`src/rtl/ts_stream_arbiter_if.sv`:
```
// rtl/ts_stream_arbiter_if.sv - FIFO, TS stream and register bus bundle for ts_stream_arbiter
interface ts_stream_arbiter_if #(
  parameter int DATA_WIDTH = 8
);
  logic [3:0]            pkt_rdy;
  logic [3:0]            rd_en;
  logic [DATA_WIDTH-1:0] ch_data0;
  logic [DATA_WIDTH-1:0] ch_data1;
  logic [DATA_WIDTH-1:0] ch_data2;
  logic [DATA_WIDTH-1:0] ch_data3;
  logic [DATA_WIDTH-1:0] out_data;
  logic                  out_valid;
  logic                  out_sop;
  logic                  out_eop;
  logic [7:0]            mm_addr;
  logic [31:0]           mm_wdata;
  logic                  mm_write_en;
  logic                  mm_read_en;
  logic [31:0]           mm_rdata;

  modport master (
    output pkt_rdy, ch_data0, ch_data1, ch_data2, ch_data3,
    output mm_addr, mm_wdata, mm_write_en, mm_read_en,
    input  rd_en, out_data, out_valid, out_sop, out_eop, mm_rdata
  );

  modport slave (
    input  pkt_rdy, ch_data0, ch_data1, ch_data2, ch_data3,
    input  mm_addr, mm_wdata, mm_write_en, mm_read_en,
    output rd_en, out_data, out_valid, out_sop, out_eop, mm_rdata
  );
endinterface

```
`src/rtl/ts_stream_arbiter.sv`:
```
// rtl/ts_stream_arbiter.sv - 4-channel TS packet arbiter muxing FIFO reads into one byte stream
// Optional feature macro TS_SYNC_CHECK_EN: drop packets whose first byte is not 0x47.
module ts_stream_arbiter #(
  parameter int DATA_WIDTH = 8,
  parameter int PKT_LEN    = 188
) (
  input  logic               clk,
  input  logic               reset_n,
  ts_stream_arbiter_if.slave bus
);
  typedef enum logic [2:0] {IDLE, GRANT, XFER, DRAIN, GAP} state_t;

  localparam logic [31:0] CTRL_WMASK = 32'h0000_01F1;
  localparam logic [7:0]  LAST_BYTE  = 8'(PKT_LEN - 1);

  state_t                state_q, state_d;
  logic [7:0]            byte_cnt_q, byte_cnt_d;
  logic [7:0]            gap_cnt_q, gap_cnt_d;
  logic [1:0]            grant_q, grant_d;
  logic [1:0]            last_grant_q, last_grant_d;
  logic [31:0]           ctrl_q, ctrl_d;
  logic [7:0]            gap_q, gap_d;
  logic [31:0]           mm_rdata_q, mm_rdata_d;
  logic [31:0]           pkt_cnt_q [4];
  logic [31:0]           pkt_cnt_d [4];
  logic [31:0]           sync_err_cnt_q, sync_err_cnt_d;
  logic                  s1_valid_q, s1_valid_d;
  logic                  s1_sop_q, s1_sop_d;
  logic                  s1_eop_q, s1_eop_d;
  logic [1:0]            s1_ch_q, s1_ch_d;
  logic                  out_valid_q, out_valid_d;
  logic                  out_sop_q, out_sop_d;
  logic                  out_eop_q, out_eop_d;
  logic [DATA_WIDTH-1:0] out_data_q, out_data_d;
  logic [1:0]            out_ch_q, out_ch_d;
  logic                  drop_q, drop_d;
  logic                  drop_eop_q, drop_eop_d;

  logic [3:0]            req;
  logic [1:0]            win;
  logic [1:0]            idx;
  logic                  win_found;
  logic [DATA_WIDTH-1:0] ch_sel;
  logic                  sync_bad;
  logic                  drop_now;
  logic                  fwd;
  logic                  clr;

  // Winner search uses the live CTRL, so mode/mask edits land at the next GRANT.
  always_comb begin
    req       = bus.pkt_rdy & ctrl_q[7:4];
    win       = 2'd0;
    win_found = 1'b0;
    idx       = 2'd0;
    if (ctrl_q[8]) begin
      for (int i = 0; i < 4; i++) begin
        if (!win_found && req[i]) begin
          win       = 2'(i);
          win_found = 1'b1;
        end
      end
    end else begin
      for (int k = 1; k <= 4; k++) begin
        idx = last_grant_q + 2'(k);
        if (!win_found && req[idx]) begin
          win       = idx;
          win_found = 1'b1;
        end
      end
    end
  end

  always_comb begin
    state_d      = state_q;
    byte_cnt_d   = byte_cnt_q;
    gap_cnt_d    = gap_cnt_q;
    grant_d      = grant_q;
    last_grant_d = last_grant_q;
    case (state_q)
      IDLE: if (ctrl_q[0] && (req != 4'b0)) state_d = GRANT;
      GRANT: begin
        if (win_found) begin
          grant_d      = win;
          last_grant_d = win;
          byte_cnt_d   = 8'd0;
          state_d      = XFER;
        end else begin
          state_d = IDLE;
        end
      end
      XFER: begin
        if (byte_cnt_q == LAST_BYTE) state_d = DRAIN;
        else byte_cnt_d = byte_cnt_q + 8'd1;
      end
      DRAIN: begin
        gap_cnt_d = gap_q;
        state_d   = (gap_q != 8'd0) ? GAP : IDLE;
      end
      GAP: begin
        if (gap_cnt_q <= 8'd1) state_d = IDLE;
        else gap_cnt_d = gap_cnt_q - 8'd1;
      end
      default: state_d = IDLE;
    endcase
  end

  assign bus.rd_en = (state_q == XFER) ? (4'b0001 << grant_q) : 4'b0000;

  always_comb begin
    case (s1_ch_q)
      2'd0:    ch_sel = bus.ch_data0;
      2'd1:    ch_sel = bus.ch_data1;
      2'd2:    ch_sel = bus.ch_data2;
      default: ch_sel = bus.ch_data3;
    endcase
  end

`ifdef TS_SYNC_CHECK_EN
  localparam logic [DATA_WIDTH-1:0] SYNC_BYTE = DATA_WIDTH'(8'h47);
  assign sync_bad = s1_sop_q && (ch_sel != SYNC_BYTE);
`else
  assign sync_bad = 1'b0;
`endif

  // Stage 1 tags the byte being read; the output stage captures the FIFO data a cycle later.
  always_comb begin
    s1_valid_d  = (state_q == XFER);
    s1_sop_d    = s1_valid_d && (byte_cnt_q == 8'd0);
    s1_eop_d    = s1_valid_d && (byte_cnt_q == LAST_BYTE);
    s1_ch_d     = grant_q;
    drop_now    = s1_sop_q ? sync_bad : drop_q;
    drop_d      = s1_valid_q ? drop_now : drop_q;
    fwd         = s1_valid_q && !drop_now;
    out_valid_d = fwd;
    out_sop_d   = fwd && s1_sop_q;
    out_eop_d   = fwd && s1_eop_q;
    out_data_d  = fwd ? ch_sel : '0;
    out_ch_d    = s1_ch_q;
    drop_eop_d  = s1_valid_q && s1_eop_q && drop_now;
  end

  always_comb begin
    ctrl_d = ctrl_q;
    gap_d  = gap_q;
    clr    = 1'b0;
    if (bus.mm_write_en) begin
      case (bus.mm_addr)
        8'h00: begin
          ctrl_d = bus.mm_wdata & CTRL_WMASK;
          clr    = bus.mm_wdata[31];
        end
        8'h04:   gap_d = bus.mm_wdata[7:0];
        default: ;
      endcase
    end
    for (int i = 0; i < 4; i++) pkt_cnt_d[i] = pkt_cnt_q[i];
    if (out_eop_q) pkt_cnt_d[out_ch_q] = pkt_cnt_q[out_ch_q] + 32'd1;
    sync_err_cnt_d = sync_err_cnt_q + (drop_eop_q ? 32'd1 : 32'd0);
    // Clear overrides any increment landing on the same edge.
    if (clr) begin
      for (int i = 0; i < 4; i++) pkt_cnt_d[i] = 32'd0;
      sync_err_cnt_d = 32'd0;
    end
  end

  always_comb begin
    mm_rdata_d = mm_rdata_q;
    if (bus.mm_read_en) begin
      case (bus.mm_addr)
        8'h00:   mm_rdata_d = ctrl_q;
        8'h04:   mm_rdata_d = {24'd0, gap_q};
        8'h08:   mm_rdata_d = {29'd0, (state_q != IDLE), grant_q};
        8'h10:   mm_rdata_d = pkt_cnt_q[0];
        8'h14:   mm_rdata_d = pkt_cnt_q[1];
        8'h18:   mm_rdata_d = pkt_cnt_q[2];
        8'h1C:   mm_rdata_d = pkt_cnt_q[3];
        8'h20:   mm_rdata_d = sync_err_cnt_q;
        default: mm_rdata_d = 32'd0;
      endcase
    end
  end

  always_ff @(posedge clk or negedge reset_n) begin
    if (!reset_n) begin
      state_q        <= IDLE;
      byte_cnt_q     <= 8'd0;
      gap_cnt_q      <= 8'd0;
      grant_q        <= 2'd0;
      last_grant_q   <= 2'd3;
      ctrl_q         <= 32'd0;
      gap_q          <= 8'd0;
      mm_rdata_q     <= 32'd0;
      for (int i = 0; i < 4; i++) pkt_cnt_q[i] <= 32'd0;
      sync_err_cnt_q <= 32'd0;
      s1_valid_q     <= 1'b0;
      s1_sop_q       <= 1'b0;
      s1_eop_q       <= 1'b0;
      s1_ch_q        <= 2'd0;
      out_valid_q    <= 1'b0;
      out_sop_q      <= 1'b0;
      out_eop_q      <= 1'b0;
      out_data_q     <= '0;
      out_ch_q       <= 2'd0;
      drop_q         <= 1'b0;
      drop_eop_q     <= 1'b0;
    end else begin
      state_q        <= state_d;
      byte_cnt_q     <= byte_cnt_d;
      gap_cnt_q      <= gap_cnt_d;
      grant_q        <= grant_d;
      last_grant_q   <= last_grant_d;
      ctrl_q         <= ctrl_d;
      gap_q          <= gap_d;
      mm_rdata_q     <= mm_rdata_d;
      for (int i = 0; i < 4; i++) pkt_cnt_q[i] <= pkt_cnt_d[i];
      sync_err_cnt_q <= sync_err_cnt_d;
      s1_valid_q     <= s1_valid_d;
      s1_sop_q       <= s1_sop_d;
      s1_eop_q       <= s1_eop_d;
      s1_ch_q        <= s1_ch_d;
      out_valid_q    <= out_valid_d;
      out_sop_q      <= out_sop_d;
      out_eop_q      <= out_eop_d;
      out_data_q     <= out_data_d;
      out_ch_q       <= out_ch_d;
      drop_q         <= drop_d;
      drop_eop_q     <= drop_eop_d;
    end
  end

  assign bus.out_valid = out_valid_q;
  assign bus.out_sop   = out_sop_q;
  assign bus.out_eop   = out_eop_q;
  assign bus.out_data  = out_data_q;
  assign bus.mm_rdata  = mm_rdata_q;
endmodule
```
`src/flat_wrapper.sv`:
```
// flat-port wrapper written by rule: the top's interface ports become plain ports
module ts_stream_arbiter_flat 
#(
  parameter int DATA_WIDTH = 8,
  parameter int PKT_LEN    = 188
)
  (clk, reset_n, bus_pkt_rdy, bus_ch_data0, bus_ch_data1, bus_ch_data2, bus_ch_data3, bus_mm_addr, bus_mm_wdata, bus_mm_write_en, bus_mm_read_en, bus_rd_en, bus_out_data, bus_out_valid, bus_out_sop, bus_out_eop, bus_mm_rdata);
  ts_stream_arbiter_if #(.DATA_WIDTH(DATA_WIDTH)) bus_i ();
  input  logic clk;
  input  logic reset_n;
  input wire logic [$bits(bus_i.pkt_rdy)-1:0] bus_pkt_rdy;
  input wire logic [$bits(bus_i.ch_data0)-1:0] bus_ch_data0;
  input wire logic [$bits(bus_i.ch_data1)-1:0] bus_ch_data1;
  input wire logic [$bits(bus_i.ch_data2)-1:0] bus_ch_data2;
  input wire logic [$bits(bus_i.ch_data3)-1:0] bus_ch_data3;
  input wire logic [$bits(bus_i.mm_addr)-1:0] bus_mm_addr;
  input wire logic [$bits(bus_i.mm_wdata)-1:0] bus_mm_wdata;
  input wire logic [$bits(bus_i.mm_write_en)-1:0] bus_mm_write_en;
  input wire logic [$bits(bus_i.mm_read_en)-1:0] bus_mm_read_en;
  output wire logic [$bits(bus_i.rd_en)-1:0] bus_rd_en;
  output wire logic [$bits(bus_i.out_data)-1:0] bus_out_data;
  output wire logic [$bits(bus_i.out_valid)-1:0] bus_out_valid;
  output wire logic [$bits(bus_i.out_sop)-1:0] bus_out_sop;
  output wire logic [$bits(bus_i.out_eop)-1:0] bus_out_eop;
  output wire logic [$bits(bus_i.mm_rdata)-1:0] bus_mm_rdata;
  assign bus_i.pkt_rdy = bus_pkt_rdy;
  assign bus_i.ch_data0 = bus_ch_data0;
  assign bus_i.ch_data1 = bus_ch_data1;
  assign bus_i.ch_data2 = bus_ch_data2;
  assign bus_i.ch_data3 = bus_ch_data3;
  assign bus_i.mm_addr = bus_mm_addr;
  assign bus_i.mm_wdata = bus_mm_wdata;
  assign bus_i.mm_write_en = bus_mm_write_en;
  assign bus_i.mm_read_en = bus_mm_read_en;
  assign bus_rd_en = bus_i.rd_en;
  assign bus_out_data = bus_i.out_data;
  assign bus_out_valid = bus_i.out_valid;
  assign bus_out_sop = bus_i.out_sop;
  assign bus_out_eop = bus_i.out_eop;
  assign bus_mm_rdata = bus_i.mm_rdata;
  ts_stream_arbiter #(.DATA_WIDTH(DATA_WIDTH), .PKT_LEN(PKT_LEN)) u_core (.clk(clk), .reset_n(reset_n), .bus(bus_i));
endmodule
```
`config.mk`:
```
export PLATFORM = sky130hd
export DESIGN_NAME = ts_stream_arbiter_flat
export DESIGN_NICKNAME = d
export VERILOG_FILES = /design/src/rtl/ts_stream_arbiter_if.sv /design/src/rtl/ts_stream_arbiter.sv /design/src/flat_wrapper.sv
export SDC_FILE = /design/constraint.sdc
export NUM_CORES = 1
export LEC_CHECK = 0
export ABC_CLOCK_PERIOD_IN_PS = 2900
export CORE_MARGIN = 1.5
export CORE_UTILIZATION = 59
export CTS_BUF_LIST = sky130_fd_sc_hd__clkbuf_8
export CTS_CLUSTER_DIAMETER = 60
export CTS_CLUSTER_SIZE = 40
export DETAILED_ROUTE_END_ITERATION = 8
export MAX_ROUTING_LAYER = met4
export PLACE_DENSITY = 0.82
export RECOVER_POWER = 50
export SYNTH_ARGS = -nofsm -noshare
export SYNTH_HDL_FRONTEND = slang
export SYNTH_SLANG_ARGS = --single-unit
```
`constraint.sdc`:
```
create_clock -name clk -period 2.9 [get_ports clk]
set_clock_uncertainty 0.05 [all_clocks]
set_input_delay 0.435 -clock clk [delete_from_list [all_inputs] [get_ports clk]]
set_output_delay 0.435 -clock clk [all_outputs]
set_load 0.05 [all_outputs]
```
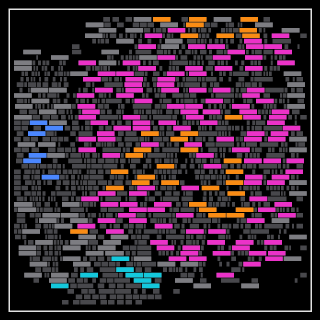
*Sequential cells colored by netlist name, run 1*
Scale: 2 px per um. Other sequential cells in the stronger gray, the rest of the logic in the fainter gray.
cyan -> `u_core.bus.out_data`  # sequential cells 8, where south
blue -> `u_core.ctrl_q`  # sequential cells 6, where west
orange -> `u_core.sync_err_cnt_q`  # sequential cells 32
magenta -> `u_core.pkt_cnt_q`  # sequential cells 128
not colored = 75
Core Util, Final: 70.0%
Flop+latch power: 3.62 mW
Reg area: 6230 sq um
sequential cell area share: 42.1%

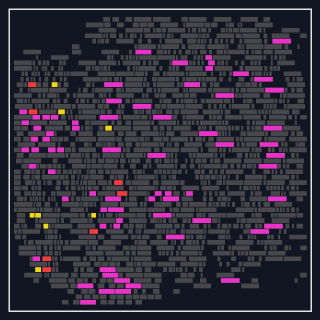
*Gate families picked out, run 1*
Scale: 2 px per um.
magenta -> multiplexers  # cells 70, where all over the die
yellow -> AND-OR and OR-AND gates  # cells 8
red -> adder and majority cells  # cells 7
most common cell after layout, fill and taps aside: dfrtp_1
Layout Cells excl Fill: 1648

==> deck_impl_summary.md, run 1 <==
Run Summary

Logic synthesis
  – Post-synth EDFFs: 0
  – Mapped Area: 12800 sq um
  – Top FF cell, synth: dfrtp_1
  – Synth warnings: 0
  – Yosys cell count: 1269
  – YS chip area: 12800 sq um
  – Register share after synthesis: 48.8%
  – Synth top cells by count: dfrtp_1, a21oi_1, o21ai_0
  – Complex Gates by Area: 17.4%
  – Top cells, area: dfrtp_1, a21oi_1, mux4_1, o21ai_0, nor2_1
  – Xor+xnor area frac: between 4 and 5%

Power and ir drop
  – Maximum vdd ir drop: between 0.3 and 0.4 mV
  – Power Total: 6.02 mW
  – Sequential Power Share: 60.1%
  – Sw Share: between 20% and 30%

Global route
  – Vias in the first global route: 10500
  – Largest net degree at the start of global routing: 95
  – Initial antenna violation count: 0
  – GRT met2 Usage: 51.1%
  – First-pass GRT wire length: ~54 mm
  – Total Routing Usage GR: 31.4%

Final layout
  – Antenna Cells: 0
  – Post-route cell area: 14800 sq um
  – NonClk Buf Share: 10.8%
  – Inverters, non-clock: 54
  – Synth-to-Final Area Change: 15.7%
  – Seq Cell Count: between 200 and 250
  – Clkbuf count: 19
  – Reg with most FFs: u_core.pkt_cnt_q

Critical path
  – CP startpoint kind: register
  – Slowest Stage Delay on Critical Path: between 0.5 and 0.6 ns
  – Critical-path cell list: buf_12 > mux4_1 > nand3_1 > nor2_1 > nand4_1 > xor2_2 > a21oi_1
  – CP bufs+invs: 1
  – CP max-delay cell: nor2_1
  – Reg-to-reg setup timing slack: about 0.17 ns
  – FF-to-FF Start: u_core.out_ch_q[0]$_DFF_PN0_
  – Critical path's top delay family: simple AND/OR/NAND/NOR gates
  – WP data arrival: 3.12 ns
  – Crit-path max FO: 17
  – WP depth: 7

Floorplanning
  – Die area: 22600 sq um
  – Die W: 150 um
  – Core ar.: 21200 sq um
  – Row Count: 53

Final timing
  – Hold Vio Cnt, Final: 0
  – # setup viols final: 0
  – Worst setup slack after layout: 0.165 ns
  – Final Max Tran Viols: about 95
  – Max Clock Freq: 366 MHz

Worst hold path
  – Min-delay src: bus_mm_wdata[1]

Status
  – Failing checks: DRC, capacitance limit, slew limit
  – Status: finished with violations

CTS
  – Postcts setup bufs: 0
  – Clock Sink Count: 249
  – Clock Latency Late Sink: approximately 0.54 ns
  – Hold buffers post-CTS: 1

Detailed routing
  – Detailed Route WL: 33.8 mm
  – Final ANT Viol Nets: 0
  – Residual DRC: 9
  – M1 WL: 13.6 mm

Place
  – Dpl cells: 1615

Run
  – Max_cap viols: 1
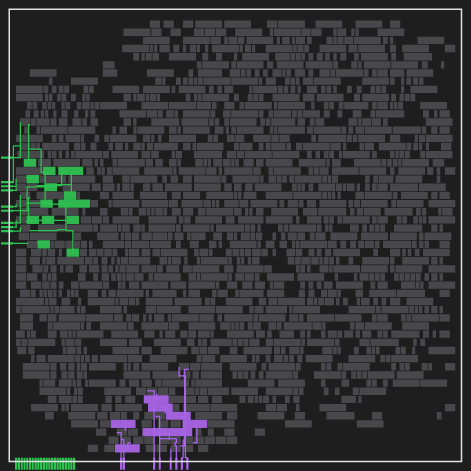
*Port wiring, run 1*
Scale: 3 px per um.
purple -> `bus_ch_data1`  # direction input, edge south, end cells 8, buffers 8, wire 168 um
green -> `bus_mm_wdata`  # direction input, edge 22 south, 10 west, end cells 16, buffers 10, wire 236 um

### The clock network, run 1

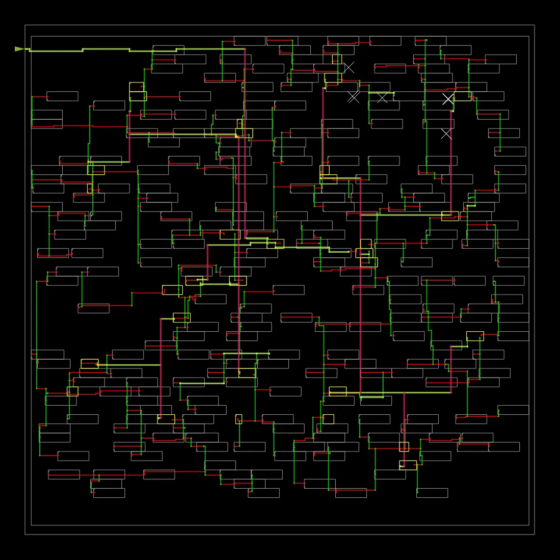

==> run 2, diff against run 1 <==
CORE_UTILIZATION = 58   (was 59)
CTS_BUF_LIST = not set   (was sky130_fd_sc_hd__clkbuf_8)
PLACE_DENSITY = 0.81   (was 0.82)
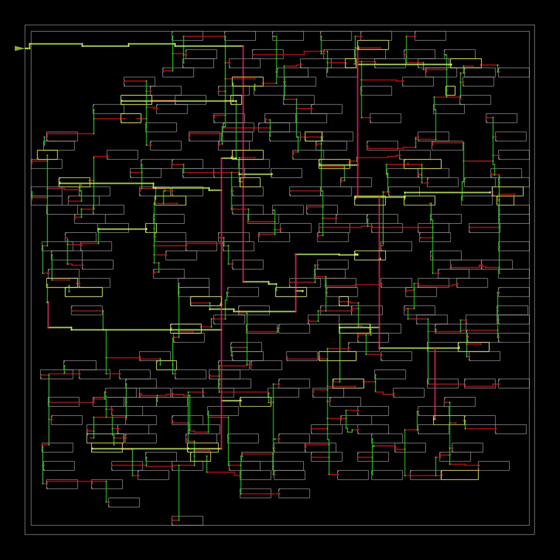
*The clock network, run 2*
Clk. pwr: 3.46 mW
CTS Buf Count: 22
Seq Cell Count: 249

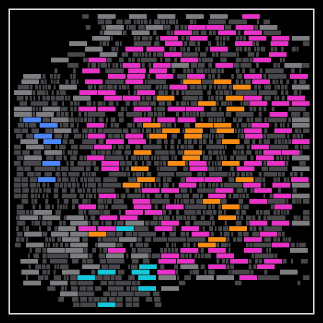
*Sequential cells colored by netlist name, run 2*
Scale: 2 px per um. Other sequential cells in the stronger gray, the rest of the logic in the fainter gray.
magenta -> `u_core.pkt_cnt_q`  # sequential cells 128
cyan -> `u_core.bus.out_data`  # sequential cells 8, where south
blue -> `u_core.ctrl_q`  # sequential cells 6, where west
orange -> `u_core.sync_err_cnt_q`  # sequential cells 32
not colored = 75
sequential cell area share: 40.8%
Core Util, Final: 70.3%

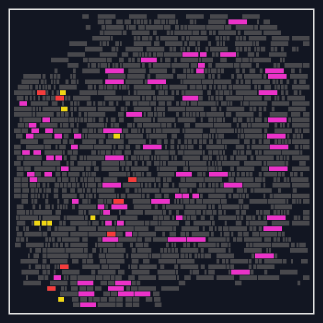
*Gate families picked out, run 2*
Scale: 2 px per um.
yellow -> AND-OR and OR-AND gates  # cells 8
red -> adder and majority cells  # cells 7
magenta -> multiplexers  # cells 70, where all over the die
Layout Cells excl Fill: 1662
fraction of area in multi-input gates: 39.6%

==> deck_impl_summary.md, run 2 <==
Run Summary

Power and ir drop
  – P_comb: 0.481 mW
  – Sw Share: 24.7%
  – Flop+latch power: 3.62 mW
  – Power Total: roughly 7.6 mW
  – Comb pwr share: under 10%
  – Sequential Power Share: a little under half
  – Maximum vdd ir drop: 0.523 mV

Global route
  – First-pass GRT wire length: 55.7 mm
  – GRT met2 Usage: a little over half
  – Gr ovfl total: 0
  – Vias in the first global route: around 11000
  – Met1 Use GR: around two fifths
  – Initial antenna violation count: 0
  – Total Routing Usage GR: a little under a third
  – Largest net degree at the start of global routing: 95

Critical path
  – Worst r2r dst: u_core.pkt_cnt_q[84]$_DFFE_PN0P_
  – CP startpoint kind: register
  – CP bufs+invs: 3
  – WP data arrival: 3.09 ns
  – FF-to-FF Start: u_core.out_ch_q[0]$_DFF_PN0_
  – CP max-delay cell: dfrtp_2
  – WP depth: 9
  – Slowest Stage Delay on Critical Path: 0.45 ns
  – Critical path's top delay family: buffers and inverters
  – Reg-to-reg setup timing slack: roughly 0.13 ns
  – Critical-path cell list: buf_12 > mux4_1 > ha_2 > inv_1 > nor4_2 > buf_4 > nand4_1 > xor2_1 > a21oi_1
  – Crit path launch: u_core.out_ch_q[0]$_DFF_PN0_
  – Crit-path max FO: 16

Floorplanning
  – Core ar.: 21800 sq um
  – IO Count: approximately 130
  – Row Count: 54
  – Die W: 151 um
  – Die area: 22900 sq um
  – Core Util at FP: between 50 and 60%

Final timing
  – Slew headroom: -9.56%
  – # setup viols final: 0
  – Final setup TNS: 0 ns
  – Max Clock Freq: 361 MHz
  – Worst setup slack after layout: 0.132 ns
  – Tmin final: 2.77 ns
  – Final Max Tran Viols: 65
  – Hold Vio Cnt, Final: 0

Logic synthesis
  – Post-Syn Nets: 1356
  – Complex Gates by Area: 17.4%
  – Top cells, area: dfrtp_1, a21oi_1, mux4_1, o21ai_0, nor2_1
  – Mean Syn Cell Area: 10.1 sq um
  – YS chip area: about 13000 sq um
  – Xor+xnor area frac: under 10%
  – Top FF cell, synth: dfrtp_1
  – Mapped Area: 12800 sq um
  – Synth warnings: 0
  – Yosys cell count: around 1300
  – Unique masters post-synth: 63
  – Area fraction in and, or, nand and nor cells: 14.0%
  – Synth top cells by count: dfrtp_1, a21oi_1, o21ai_0
  – Post-synth EDFFs: 0
  – Register share after synthesis: 48.8%
  – Yosys top cell by area: dfrtp_1

Detailed routing
  – Final ANT Viol Nets: 0
  – Drt first pass iters: 7
  – M1 WL: between 10 and 15 mm
  – Via count: ~11000
  – Detailed Route WL: 34.7 mm
  – Residual DRC: 0
  – Wire length on met3: 2.74 mm

Final layout
  – Top Layout Cells: dfrtp_1, a21oi_1, o21ai_0, nand2_1, clkdlybuf4s50_1
  – Most common cell after layout, fill and taps aside: dfrtp_1
  – Clkbuf count: 25
  – NonClk Buf Share: 10.3%
  – Antenna Cells: 0
  – Post-route cell area: 15300 sq um
  – Reg with most FFs: u_core.pkt_cnt_q
  – Share of cells above drive strength 1: 11.6%
  – Inverters, non-clock: around 54
  – Reg area: 6230 sq um
  – Synth-to-Final Area Change: 19.6%

CTS
  – Clock Latency Late Sink: 0.54 ns
  – Hold buffers post-CTS: 1
  – Clock Sink Count: 249
  – Postcts setup bufs: 0

Worst hold path
  – Hold Path Sink: u_core.drop_q$_DFFE_PN0P_
  – Worst hold path type: register to register
  – Min-delay src: u_core.drop_q$_DFFE_PN0P_

Place
  – Post-DP HPWL: 22.5 mm
  – Pre-CTS setup slack: 0.0109 ns
  – Dpl cells: 1617

Status
  – Failing checks: capacitance limit, slew limit
  – Status: finished with violations

Run
  – Max_cap viols: 1
Power and IR drop assume default switching activity.
